registers.png
Scale bar: 50 µm. Other sequential cells in the stronger gray, the rest of the logic in the fainter gray.
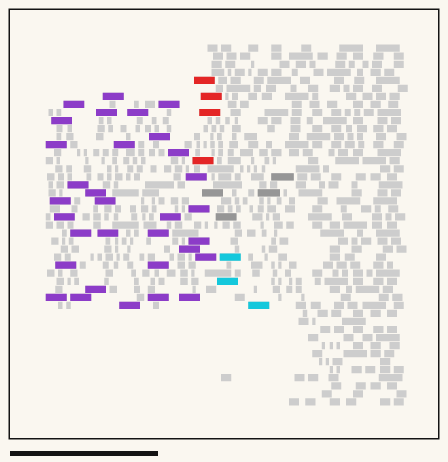
metal_stack.png
Scale bar: 50 µm.
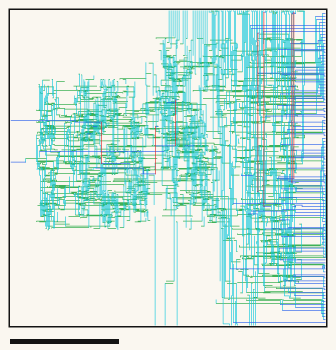
zoom.png
Scale bar: 5 µm. Region (62, 91) to (82, 111) µm. Cells in gray, sequential cells in the stronger gray; small squares are vias.
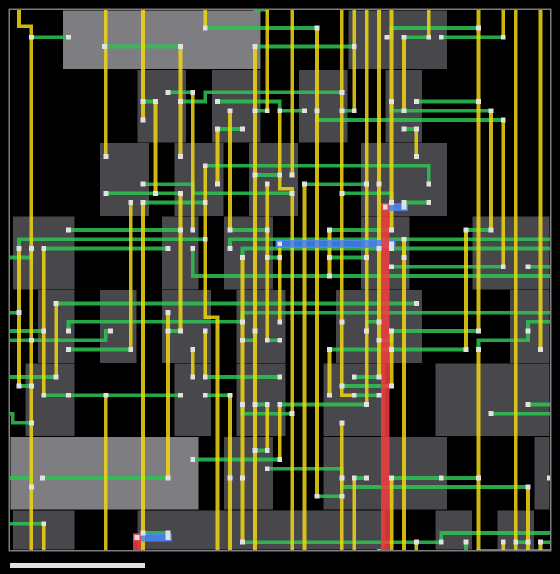
final_congestion.png
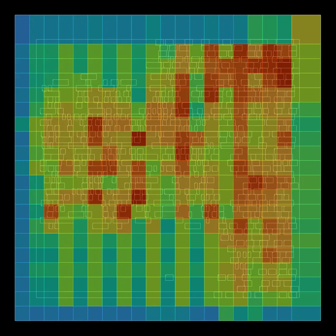
gate_families.png
Scale bar: 50 µm.
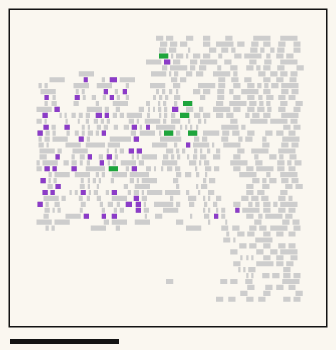
`src/rtl/pwr_seq_ctrl.sv`:
```
// Power-rail sequencing controller.
// Brings rails up in index order, with a timer-driven delay before each rail and
// a power-good wait after it. Brings them down in reverse order with a fixed
// delay between disables. Enabled rails are supervised, and any power-good loss
// drops every rail and latches a fault.
module pwr_seq_ctrl #(
   parameter int N_RAILS    = 4,
   parameter int IW         = 2,
   parameter int DW         = 32,
   parameter int PG_TIMEOUT = 1000,
   parameter int DN_DELAY   = 100
) (
   input  logic                  clk,
   input  logic                  reset,
   input  logic                  start,
   input  logic                  stop,
   input  logic                  clear_fault,
   input  logic [N_RAILS*DW-1:0] delay_up,
   input  logic [N_RAILS-1:0]    pgood,
   input  logic                  tmr_timeout,
   output logic                  tmr_load,
   output logic [DW-1:0]         tmr_data,
   output logic                  tmr_en,
   output logic [N_RAILS-1:0]    rail_en,
   output logic                  pwr_ok,
   output logic                  busy,
   output logic                  fault,
   output logic [IW-1:0]         fault_rail
);

   localparam logic [2:0] ST_OFF     = 3'd0;
   localparam logic [2:0] ST_UP_LOAD = 3'd1;
   localparam logic [2:0] ST_UP_WAIT = 3'd2;
   localparam logic [2:0] ST_UP_PG   = 3'd3;
   localparam logic [2:0] ST_ON      = 3'd4;
   localparam logic [2:0] ST_DN_LOAD = 3'd5;
   localparam logic [2:0] ST_DN_WAIT = 3'd6;
   localparam logic [2:0] ST_FAULT   = 3'd7;

   localparam logic [IW-1:0] LAST_IDX    = IW'(N_RAILS - 1);
   localparam logic [31:0]   PG_LAST     = 32'(PG_TIMEOUT - 1);
   localparam logic [DW-1:0] DN_LOAD_VAL = DW'(DN_DELAY);

   logic [2:0]         r_state;
   logic [IW-1:0]      r_idx;
   logic [31:0]        r_pg_cnt;
   logic [N_RAILS-1:0] r_rail_en;
   logic [IW-1:0]      r_fault_rail;

   logic [2:0]         w_nxt_state;
   logic [IW-1:0]      w_nxt_idx;
   logic [31:0]        w_nxt_pg_cnt;
   logic [N_RAILS-1:0] w_nxt_rail_en;
   logic [IW-1:0]      w_nxt_fault_rail;

   logic               w_up_state;
   logic               w_dn_state;
   logic               w_abort;
   logic [N_RAILS-1:0] w_sup_mask;
   logic [N_RAILS-1:0] w_bad;
   logic [IW-1:0]      w_bad_idx;
   logic               w_sup_fail;
   logic [DW-1:0]      w_delay_arr [N_RAILS];

   for (genvar g = 0; g < N_RAILS; g++) begin : g_delay
      assign w_delay_arr[g] = delay_up[g*DW +: DW];
   end

   assign w_up_state = (r_state == ST_UP_LOAD) || (r_state == ST_UP_WAIT) || (r_state == ST_UP_PG);
   assign w_dn_state = (r_state == ST_DN_LOAD) || (r_state == ST_DN_WAIT);
   assign w_abort    = stop || !start;
   assign w_sup_fail = |w_bad;

   // Supervision: find the lowest enabled rail that has lost power-good.
   always_comb begin
      w_sup_mask = '0;
      for (int j = 0; j < N_RAILS; j++) begin
         w_sup_mask[j] = (r_state == ST_ON) || (w_up_state && (IW'(j) < r_idx));
      end
      w_bad     = w_sup_mask & r_rail_en & ~pgood;
      w_bad_idx = '0;
      // Walk downwards so the lowest failing rail is the one that sticks.
      for (int j = N_RAILS - 1; j >= 0; j--) begin
         if (w_bad[j]) w_bad_idx = IW'(j);
      end
   end

   // Next-state and datapath update for the sequencer.
   always_comb begin
      // NOTE: every target gets a default before the case, so no branch can infer a latch.
      w_nxt_state      = r_state;
      w_nxt_idx        = r_idx;
      w_nxt_pg_cnt     = r_pg_cnt;
      w_nxt_rail_en    = r_rail_en;
      w_nxt_fault_rail = r_fault_rail;
      if (w_sup_fail) begin
         w_nxt_state      = ST_FAULT;
         w_nxt_rail_en    = '0;
         w_nxt_fault_rail = w_bad_idx;
      end else begin
         case (r_state)
            ST_OFF: begin
               if (!stop && start) begin
                  w_nxt_state = ST_UP_LOAD;
                  w_nxt_idx   = '0;
               end
            end
            ST_UP_LOAD, ST_UP_WAIT: begin
               if (w_abort) begin
                  // Rail idx is not on yet, so unwinding starts one rail lower.
                  if (r_idx == '0) begin
                     w_nxt_state = ST_OFF;
                  end else begin
                     w_nxt_state = ST_DN_LOAD;
                     w_nxt_idx   = r_idx - IW'(1);
                  end
               end else if (r_state == ST_UP_LOAD) begin
                  w_nxt_state = ST_UP_WAIT;
               end else if (tmr_timeout) begin
                  w_nxt_rail_en[r_idx] = 1'b1;
                  w_nxt_pg_cnt         = '0;
                  w_nxt_state          = ST_UP_PG;
               end
            end
            ST_UP_PG: begin
               if (w_abort) begin
                  w_nxt_state = ST_DN_LOAD;
               end else if (pgood[r_idx]) begin
                  if (r_idx == LAST_IDX) begin
                     w_nxt_state = ST_ON;
                  end else begin
                     w_nxt_idx   = r_idx + IW'(1);
                     w_nxt_state = ST_UP_LOAD;
                  end
               end else if (r_pg_cnt == PG_LAST) begin
                  w_nxt_state      = ST_FAULT;
                  w_nxt_rail_en    = '0;
                  w_nxt_fault_rail = r_idx;
               end else if (r_pg_cnt != '1) begin
                  w_nxt_pg_cnt = r_pg_cnt + 32'd1;
               end
            end
            ST_ON: begin
               if (w_abort) begin
                  w_nxt_state = ST_DN_LOAD;
                  w_nxt_idx   = LAST_IDX;
               end
            end
            ST_DN_LOAD: w_nxt_state = ST_DN_WAIT;
            ST_DN_WAIT: begin
               if (tmr_timeout) begin
                  w_nxt_rail_en[r_idx] = 1'b0;
                  if (r_idx == '0) begin
                     w_nxt_state = ST_OFF;
                  end else begin
                     w_nxt_idx   = r_idx - IW'(1);
                     w_nxt_state = ST_DN_LOAD;
                  end
               end
            end
            ST_FAULT: begin
               if (clear_fault && !start) w_nxt_state = ST_OFF;
            end
            default: w_nxt_state = ST_OFF;
         endcase
      end
   end

   // State registers with synchronous reset.
   always_ff @(posedge clk) begin
      // NOTE: state is updated with non-blocking assignments so every register samples pre-edge values.
      if (reset) begin
         r_state      <= ST_OFF;
         r_idx        <= '0;
         r_pg_cnt     <= '0;
         r_rail_en    <= '0;
         r_fault_rail <= '0;
      end else begin
         r_state      <= w_nxt_state;
         r_idx        <= w_nxt_idx;
         r_pg_cnt     <= w_nxt_pg_cnt;
         r_rail_en    <= w_nxt_rail_en;
         r_fault_rail <= w_nxt_fault_rail;
      end
   end

   // Timer load value, decoded from the state register.
   always_comb begin
      tmr_data = '0;
      if (r_state == ST_UP_LOAD)      tmr_data = w_delay_arr[r_idx];
      else if (r_state == ST_DN_LOAD) tmr_data = DN_LOAD_VAL;
   end

   assign tmr_load   = (r_state == ST_UP_LOAD) || (r_state == ST_DN_LOAD);
   assign tmr_en     = (r_state == ST_UP_WAIT) || (r_state == ST_DN_WAIT);
   assign busy       = w_up_state || w_dn_state;
   assign pwr_ok     = (r_state == ST_ON);
   assign fault      = (r_state == ST_FAULT);
   assign rail_en    = r_rail_en;
   assign fault_rail = r_fault_rail;

endmodule

```
`config.mk`:
```
export PLATFORM = sky130hd
export DESIGN_NAME = pwr_seq_ctrl
export DESIGN_NICKNAME = d
export VERILOG_FILES = /design/src/rtl/pwr_seq_ctrl.sv
export SDC_FILE = /design/constraint.sdc
export NUM_CORES = 1
export LEC_CHECK = 0
export CAP_MARGIN = 20
export CELL_PAD_IN_SITES_DETAIL_PLACEMENT = 1
export CELL_PAD_IN_SITES_GLOBAL_PLACEMENT = 2
export CORE_MARGIN = 10
export CORE_UTILIZATION = 24
export CTS_BUF_LIST = sky130_fd_sc_hd__clkbuf_16
export DETAILED_ROUTE_END_ITERATION = 12
export GPL_TIMING_DRIVEN = 1
export HOLD_SLACK_MARGIN = 0.02
export PLACE_DENSITY = 0.95
export SETUP_SLACK_MARGIN = 0.05
export SYNTH_ARGS = -nofsm -noshare
export SYNTH_HDL_FRONTEND = slang
export SYNTH_SLANG_ARGS = --single-unit
```
`constraint.sdc`:
```
create_clock -name clk -period 6.95 [get_ports clk]
set_input_delay 1.0425 -clock clk [delete_from_list [all_inputs] [get_ports clk]]
set_output_delay 1.0425 -clock clk [all_outputs]
set_load 0.01 [all_outputs]
```
==> summary.txt <==
CLK BUF - 5
period utilization - 62.0%
pwr dens - 231 nW/µm²
worst-path cell chain - clkdlybuf4s50_1, mux4_2, a2111oi_4, nand2_1, or4_1, a21oi_1
Setup WS pre-CTS - 2360 ps
Largest Pwr Group - combinational cells
Final WS setup - 2640 ps
fp_density - 24.5%
Synth logic family - simple AND/OR/NAND/NOR gates
Register-to-Register Path Depth - 5
largest area contributor in the netlist - dfxtp_1
non-clock inverter count - 11
setup bufs post-CTS - 0
largest net degree at the start of global routing - 41
fin cells - 805
Pleak - 1.84 nW
first-pass GRT wire length - 27.2 mm
register area share after synthesis - 23.0%
Net Sw Frac - 39.0%
Clk network pwr share - 16.8%
setup repair after global routing missed its margin - false
Cell Type Count - 50
cts hold-fix bufs - 0
CP delay by family, top - simple AND/OR/NAND/NOR gates
Setup violations, final - 0
Max-area cell class - multi-input combinational cells
dpl cell area - 5710 µm²
combinational power - 0.000784 W
wire per inst - 23.5 µm
drt total wl - 18.9 mm
clk_lat worst skew - 280 ps
CP Launch Type - input pin
sequential power share - 25.3%
clk cell area share - 2.35%
number of nets still failing antenna checks after routing - 0
drt initial violations - 204
crit path time final - 4310 ps
Top-area cell share - 23.0%
Final Skew - 5.36 ps
most frequent cell after synthesis - dfxtp_1
XOR/XNOR Area Share - 0.468%
status - finished, final reports clean
crit path max-delay cell type - a2111oi_4
AO/OA Area Share - 19.3%
Most flops, register - r_pg_cnt
Worst Hold Class - reg2reg
clock sink count - 43
die height - 145 µm
Worst Max-Slew Pin Slew - 1020 ps
Post-synth EDFFs - 0
end of the worst hold path - r_pg_cnt[16]
worst reg2reg path endpoint - r_pg_cnt[9]
Top Layout Cells - clkdlybuf4s50_1 (180), dfxtp_1 (41), a21oi_1 (36)
CP Depth - 6
num sequential - 43
CP Class - in2reg
chip area - 21000 µm²
via density per instance - 5.37
root buffer cell - clkbuf_16
number of H-tree levels - 2
yosys simple share - 29.7%
Synth area leaders - dfxtp_1 (23%), mux4_2 (20%), nor2b_1 (5.4%)
Logic area - 2700 µm²
synthesized area - 3740 µm²
GP Congestion - 0.908
Die W - 145 µm
met1 Resource Use GR - 17.6%
number of fill cells - 1761
FMAX - 232 MHz
DR WL met2 - 10.2 mm
Worst Setup SP - pgood[2]
crit path DAT - 4510 ps
Psw - 0.000528 W
buffer share of cell area - 31.5%
Hold Slack - 501 ps
yosys cell count - 438
wire length on met1 - 6.76 mm
diode count - 2
sequential power - 0.000342 W
design area - 5850 µm²
CP bufs+invs - 1
max-cap viol count - 0
yosys warning tally - 0
DR vias - 4320
Syn Inst Count - 438
CTS tree - yes
CTS max path bufs - 2
hold_sp - r_pg_cnt[16]
Post-synth ARST share - 0%
RR Startpoint - r_idx[1]
initial antenna violation count - 2
Pwr Total - 0.00135 W
combinational share of power - 57.9%
GRT overflow - 0
final setup TNS - 0 ps
share of layout cells above drive strength 1 - 8.45%
GRT Total Usage - 17.0%
Reg2Reg Setup Slack - 2890 ps
CP max stage delay - 820 ps
Inserted Clock Buffers - 5
CTS clk-pin slew, worst paths - 60 ps
Max Slew Vio Count - 0
P_int - 0.000826 W
TAP cells - 211
yosys stat area - 3740 µm²
max reg flops - 32
Synth Flop Type - dfxtp_1
count of non-CTS buffers in the layout - 183
CP Max Fanout - 32
Port Buffers - 180
OpenROAD warning count - 30
PostCTS Resize Cnt - 0
Syn-to-layout area delta - 56.5%
Residual DRC - 0
## Picture notes: registers.png
legend:
  red:
    name_in_the_netlist: rail_en
    placed_flops: 4
    where: top middle
  cyan:
    name_in_the_netlist: r_state
    placed_flops: 3
  purple:
    name_in_the_netlist: r_pg_cnt
    placed_flops: 32
not colored: 4
fin util: 38.4%
Seq/total area: 14.7%
register area: 863 µm²

## Picture notes: metal_stack.png
legend:
  green:
    layer: met1
    wire_length: 6760 µm
  blue:
    layer: met3
    wire_length: 1520 µm
  cyan:
    layer: met2
    wire_length: 10200 µm
  red:
    layer: met4
    wire_length: 377 µm

## Picture notes: zoom.png
legend:
  red:
    layer: met4
  blue:
    layer: met3
  yellow:
    layer: met2
  green:
    layer: met1
sequential cells in the window: 2
netlist names of flops here include: rail_en (2)
cells with their middle in the window: 32
most frequent: o21ai_0 (8), nand2_1 (5), a21oi_1 (5)

## Picture notes: final_congestion.png
met2 GRT Util: 32.5%
GR peak layer: met2
met3 GRT Util: 4.47%

## Picture notes: gate_families.png
legend:
  green:
    family: adder and majority cells
    cells: 6
    most_used: ha_1
  purple:
    family: AND and OR gates
    cells: 48
    most_used: or4_1
Top cell excl fill/tap: clkdlybuf4s50_1
combinational share of cell area: 46.1%

Power figures rest on the tool's default switching activity, not on a simulated workload.
